Figure 1. Clock distribution.
Scale: 2 px per um.
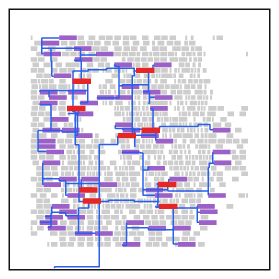
Figure 2. Sequential cells grouped by signal name.
Scale: 2 px per um. Other sequential cells in the stronger grey, the rest of the logic in the fainter grey.
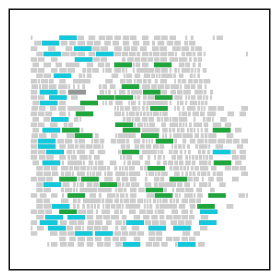
Figure 3. Wires at chosen ports, followed through buffers.
Scale: 4 px per um.
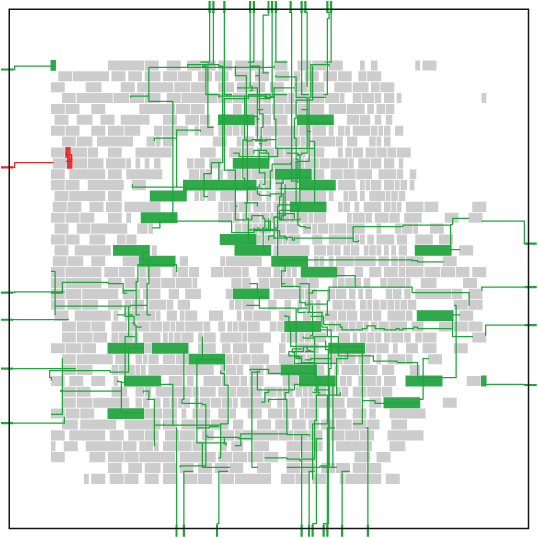
Figure 4. Placement by cell class.
Scale: 2 px per um.
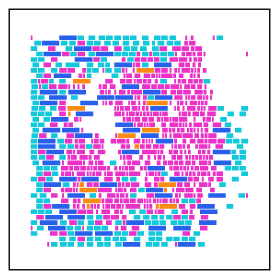
Figure 5. Cell placement.
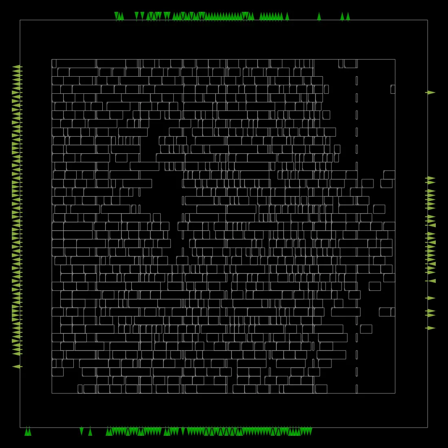
--- src/rtl/fetch_unit.sv ---
// rtl/fetch_unit.sv - instruction fetch stage: PC, imem handshake, next-PC select.
// Optional FETCH_FAULT_EN adds a sticky FAULT state (misaligned jr target, imem timeout).
module fetch_unit #(
    parameter logic [31:0] RESET_PC     = 32'h0000_0000,
    parameter int          IMEM_TIMEOUT = 255
) (
    input  logic        clk,
    input  logic        rst,
    output logic [31:0] imem_addr_out,
    output logic        imem_req_out,
    input  logic        imem_ready_in,
    input  logic [31:0] imem_data_in,
    output logic [31:0] instr_out,
    output logic [5:0]  opcode_out,
    output logic [5:0]  func_out,
    output logic [4:0]  code_out,
    output logic        instr_valid_out,
    output logic [31:0] pc_out,
    output logic [31:0] pc_plus4_out,
    input  logic        pc_enable_in,
    input  logic        jmp_mux_select_in,
    input  logic        jmp_immreg_mux_select_in,
    input  logic        brn_mux_select_in,
    input  logic [31:0] jr_target_in,
    output logic        fault_out
);
    typedef enum logic [1:0] {S_FETCH, S_EXEC, S_FAULT} state_t;

    if (IMEM_TIMEOUT < 1) begin : g_bad_timeout
        $error("IMEM_TIMEOUT must be at least 1");
    end

    state_t      state_q, state_d;
    logic [31:0] pc_q, pc_d;
    logic [31:0] instr_q, instr_d;
    logic [31:0] pc_plus4;
    logic [31:0] br_offset;
    logic [31:0] next_pc;

`ifdef FETCH_FAULT_EN
    localparam int TMO_W = $clog2(IMEM_TIMEOUT + 1);
    logic [TMO_W-1:0] cnt_q, cnt_d;
    logic             misaligned;
    assign misaligned = jmp_mux_select_in && !jmp_immreg_mux_select_in && (jr_target_in[1:0] != 2'b00);
`endif

    assign pc_plus4  = pc_q + 32'd4;
    assign br_offset = {{14{instr_q[15]}}, instr_q[15:0], 2'b00};

    // Jump beats branch; register targets are word-aligned by masking.
    always_comb begin
        next_pc = pc_plus4;
        if (jmp_mux_select_in && jmp_immreg_mux_select_in)
            next_pc = {pc_plus4[31:28], instr_q[25:0], 2'b00};
        else if (jmp_mux_select_in)
            next_pc = jr_target_in & ~32'h0000_0003;
        else if (brn_mux_select_in)
            next_pc = pc_plus4 + br_offset;
    end

    always_ff @(posedge clk or posedge rst) begin
        if (rst) begin
            state_q <= S_FETCH;
            pc_q    <= RESET_PC;
            instr_q <= 32'h0;
`ifdef FETCH_FAULT_EN
            cnt_q   <= '0;
`endif
        end else begin
            state_q <= state_d;
            pc_q    <= pc_d;
            instr_q <= instr_d;
`ifdef FETCH_FAULT_EN
            cnt_q   <= cnt_d;
`endif
        end
    end

    always_comb begin
        state_d = state_q;
        pc_d    = pc_q;
        instr_d = instr_q;
`ifdef FETCH_FAULT_EN
        cnt_d   = cnt_q;
`endif
        case (state_q)
            S_FETCH: begin
                if (imem_ready_in) begin
                    instr_d = imem_data_in;
                    state_d = S_EXEC;
                end
`ifdef FETCH_FAULT_EN
                else if (cnt_q == TMO_W'(IMEM_TIMEOUT))
                    state_d = S_FAULT;
                else
                    cnt_d = cnt_q + 1'b1;
`endif
            end
            S_EXEC: begin
                if (pc_enable_in) begin
`ifdef FETCH_FAULT_EN
                    if (misaligned) begin
                        state_d = S_FAULT;
                    end else begin
                        pc_d    = next_pc;
                        state_d = S_FETCH;
                        cnt_d   = '0;
                    end
`else
                    pc_d    = next_pc;
                    state_d = S_FETCH;
`endif
                end
            end
            default: state_d = state_q;
        endcase
    end

    always_comb begin
        imem_req_out    = (state_q == S_FETCH) && !rst;
        instr_valid_out = (state_q == S_EXEC);
`ifdef FETCH_FAULT_EN
        fault_out       = (state_q == S_FAULT);
`else
        fault_out       = 1'b0;
`endif
    end

    assign imem_addr_out = pc_q;
    assign pc_out        = pc_q;
    assign pc_plus4_out  = pc_plus4;
    assign instr_out     = instr_q;
    assign opcode_out    = instr_q[31:26];
    assign func_out      = instr_q[5:0];
    assign code_out      = instr_q[20:16];
endmodule

--- config.mk ---
export PLATFORM = sky130hd
export DESIGN_NAME = fetch_unit
export DESIGN_NICKNAME = d
export VERILOG_FILES = /design/src/rtl/fetch_unit.sv
export SDC_FILE = /design/constraint.sdc
export NUM_CORES = 1
export LEC_CHECK = 0
export CAP_MARGIN = 40
export CORE_MARGIN = 10
export CORE_UTILIZATION = 49
export CTS_BUF_LIST = sky130_fd_sc_hd__clkbuf_16
export DETAILED_ROUTE_END_ITERATION = 10
export GPL_ROUTABILITY_DRIVEN = 0
export PLACE_DENSITY = 0.87
export SYNTH_ARGS = -nofsm -noshare
export SYNTH_HDL_FRONTEND = slang
export SYNTH_SLANG_ARGS = --single-unit
--- constraint.sdc ---
create_clock -name clk -period 10.55 [get_ports clk]
set_input_delay 2.11 -clock clk [delete_from_list [all_inputs] [get_ports clk]]
set_output_delay 2.11 -clock clk [all_outputs]
set_load 0.02 [all_outputs]
==> flow_summary.yaml <==
# implementation run metrics
floorplan:
  die_height_um: 129
  initial_core_util_pct: 50.8
  pin_count: 219
  num_rows: 39
final_layout:
  comb_area_um2: 3770
  layout-drive-gt1-share_pct: 10.6
  area_growth_pct: 36.6
  finalNetCount: 935
timing:
  post-route-period-util_pct: 50.9
  hold_violations: 0
  rsz0062_at_grt: "no"
synthesis:
  synth.distinct_cells: 62
  largest_area_cell: "dfrtp_1"
  ys.flops: 63
  ff_type: "dfrtp_1"
  async_flop_share_pct: 100
pwr:
  ir_drop_mv: 0.160
  p_leak_uw: 0.00335
clock_network:
  cts-htree-levels: 3
  postCtsSetupBuffers: 0
  cts_sinks: 63
  clk_pin_slew_ns: 0.05
  cts-resized-gates: 0
critical_path:
  path_class: "reg -> out"
  cp_max_fo: 9
  path_cells: "ha_1 -> nand4_4 -> nor4_4 -> nand3_1 -> nor2_1 -> xor2_1 -> clkdlybuf4s50_1"
  required_ns: 8.44
  cp-start-kind: "flip-flop"
  slowest_stage: "clkdlybuf4s50_1"
placement:
  io_buffers: 209
status:
  run_status: "complete, no violations"
global_route:
  antenna_found_initial: 0
  grt_max_degree: 64
  grt_pass1_vias: 6195
route:
  wl_mm: 21.1
  drt-pass1-iter-count: 7
min_path:
  hp-class: "reg -> reg"
-- Figure 1 (at the start) --
legend:
  clock wires:
    colour: blue
    length: 983 um
  flip-flops:
    colour: purple
    count: 63
  clock drivers:
    colour: red
    count: 9
routed clock nets: 10
clk_skew: 0.00845 ns
clock network fraction of total power: 11.5%

-- Figure 2 (at the start) --
legend:
  instr_out:
    colour: cyan
    sequential_cells: 32
  imem_addr_out:
    colour: green
    sequential_cells: 30

-- Figure 3 (at the start) --
legend:
  imem_addr_out:
    colour: green
    bits: 32
    direction: output
    edge: 13 top, 10 bottom, 5 left, 4 right
    end_cells: 32
    buffers: 30
    wire: 2,710 um
  rst:
    colour: red
    bits: 1
    direction: input
    edge: left
    end_cells: 2
    buffers: 1
    wire: 16.7 um

-- Figure 4 (at the start) --
legend:
  other buffers and delay cells:
    colour: cyan
    cells: 216
    share_of_their_area: 27%
  flops:
    colour: blue
    cells: 63
    share_of_their_area: 20%
  clock drivers and dummy loads:
    colour: orange
    cells: 16
    share_of_their_area: 3.7%
  combinational and other logic:
    colour: magenta
    cells: 537
    share_of_their_area: 49%

-- Figure 5 (at the start) --
post-layout util: 69.3%
# fillers: 846
Seq area share: 19.7%
registers: 63

==> state kept, by name, summed over array words and instances, names as in the netlist <==
| name | count |
|---|---|
| state_q | 1 |
| imem_addr_out | 30 |
| instr_out | 32 |
==> logic make-up after synthesis <==
family | share of synthesized area (%)
AND-OR/OR-AND | 19.2
other | 0.0639
AND/OR/NAND/NOR | 16.3
flip-flops | 26.9
XOR/XNOR | 7.01
buffers and inverters | 9.48
adder cells (fa/ha/maj) | 8.01
multiplexers | 13.0
==> critical path, delay by kind of cell (launching register included) <==
family | cells | cell delay [ns]
xor+xnor | 1 | 0.33
fa+ha+maj | 1 | 0.31
buf+inv | 1 | 0.70
flops | 1 | 0.50
simple gates | 4 | 1.07
==> layout by cell type, fill, tap and decap left out, types with 4 or more instances in the layout <==
cell type | synthesis | layout
clkbuf_16 | 0 | 9
o211ai_1 | 6 | 6
a211oi_1 | 8 | 8
and3_1 | 4 | 4
o22ai_1 | 9 | 9
nand2b_1 | 8 | 8
mux2_2 | 50 | 50
clkdlybuf4s50_1 | 0 | 208
nand4_1 | 10 | 10
o221ai_1 | 8 | 8
or3_1 | 4 | 4
nor3_1 | 9 | 9
inv_1 | 14 | 13
nand3_1 | 18 | 18
o31ai_1 | 6 | 6
xor2_1 | 16 | 16
buf_4 | 54 | 6
and4_1 | 5 | 5
o21ai_0 | 38 | 38
nor2_1 | 44 | 44
a21o_1 | 9 | 9
a21oi_1 | 48 | 48
ha_1 | 36 | 36
dfrtp_1 | 63 | 63
nand2_1 | 67 | 67
conb_1 | 1 | 7
o21bai_1 | 8 | 8
xnor2_1 | 31 | 31
mux2i_1 | 20 | 20
==> metrics by stage <==
step	total power, uW	setup slack [ns]	utilization [%]	hold WS, ns
global placement	2170	5.18	66.7	0.514
CTS	2550	5.19	69.3	0.534
global route	2720	5.12	69.3	0.547
detailed placement	2240	5.20	66.9	0.519
finish	2570	5.18	69.3	0.532
floorplan	1630	6.05	-	0.651
==> routing by layer <==
metal	vias to the layer above	global-route usage, %	part of all wire [%]
li1	2700	-	-
met3	48	7.91	11
met4	0	9.72	3.1
met5	-	0	0
met2	379	41.5	49
met1	2850	27.6	36
==> power breakdown <==
| group | leakage (uW) | internal [uW] | total (uW) | switching [uW] |
|---|---|---|---|---|
| Clock | 0.000139 | 181 | 294 | 114 |
| Combinational | 0.00247 | 803 | 1800 | 992 |
| Sequential | 0.000739 | 323 | 481 | 158 |
| Total | 0.00335 | 1310 | 2570 | 1260 |
==> worst paths after layout <==
kind	start	to	slack (ns)	cells after the start
max in group asynchronous	rst	imem_addr_out[20]	7.62	3
hold reg to reg	instr_out[28]	instr_out[28]	0.53	1
setup reg to reg	imem_addr_out[2]	imem_addr_out[31]	5.98	14
setup / recovery	imem_addr_out[2]	pc_plus4_out[28]	5.18	7
hold / removal	instr_out[28]	instr_out[28]	0.53	1
min in group asynchronous	rst	instr_out[23]	2.38	3
==> area by class of cell <==
cell class,instances,share of cell area [%]
clock buffers,9,2.81
clock inverters,7,0.796
inverters,15,0.702
multi-input cells,522,47.0
flip-flops and latches,63,19.7
well taps,143,2.23
repair buffers,216,26.8
Power figures rest on the tool's default switching activity, not on a simulated workload.
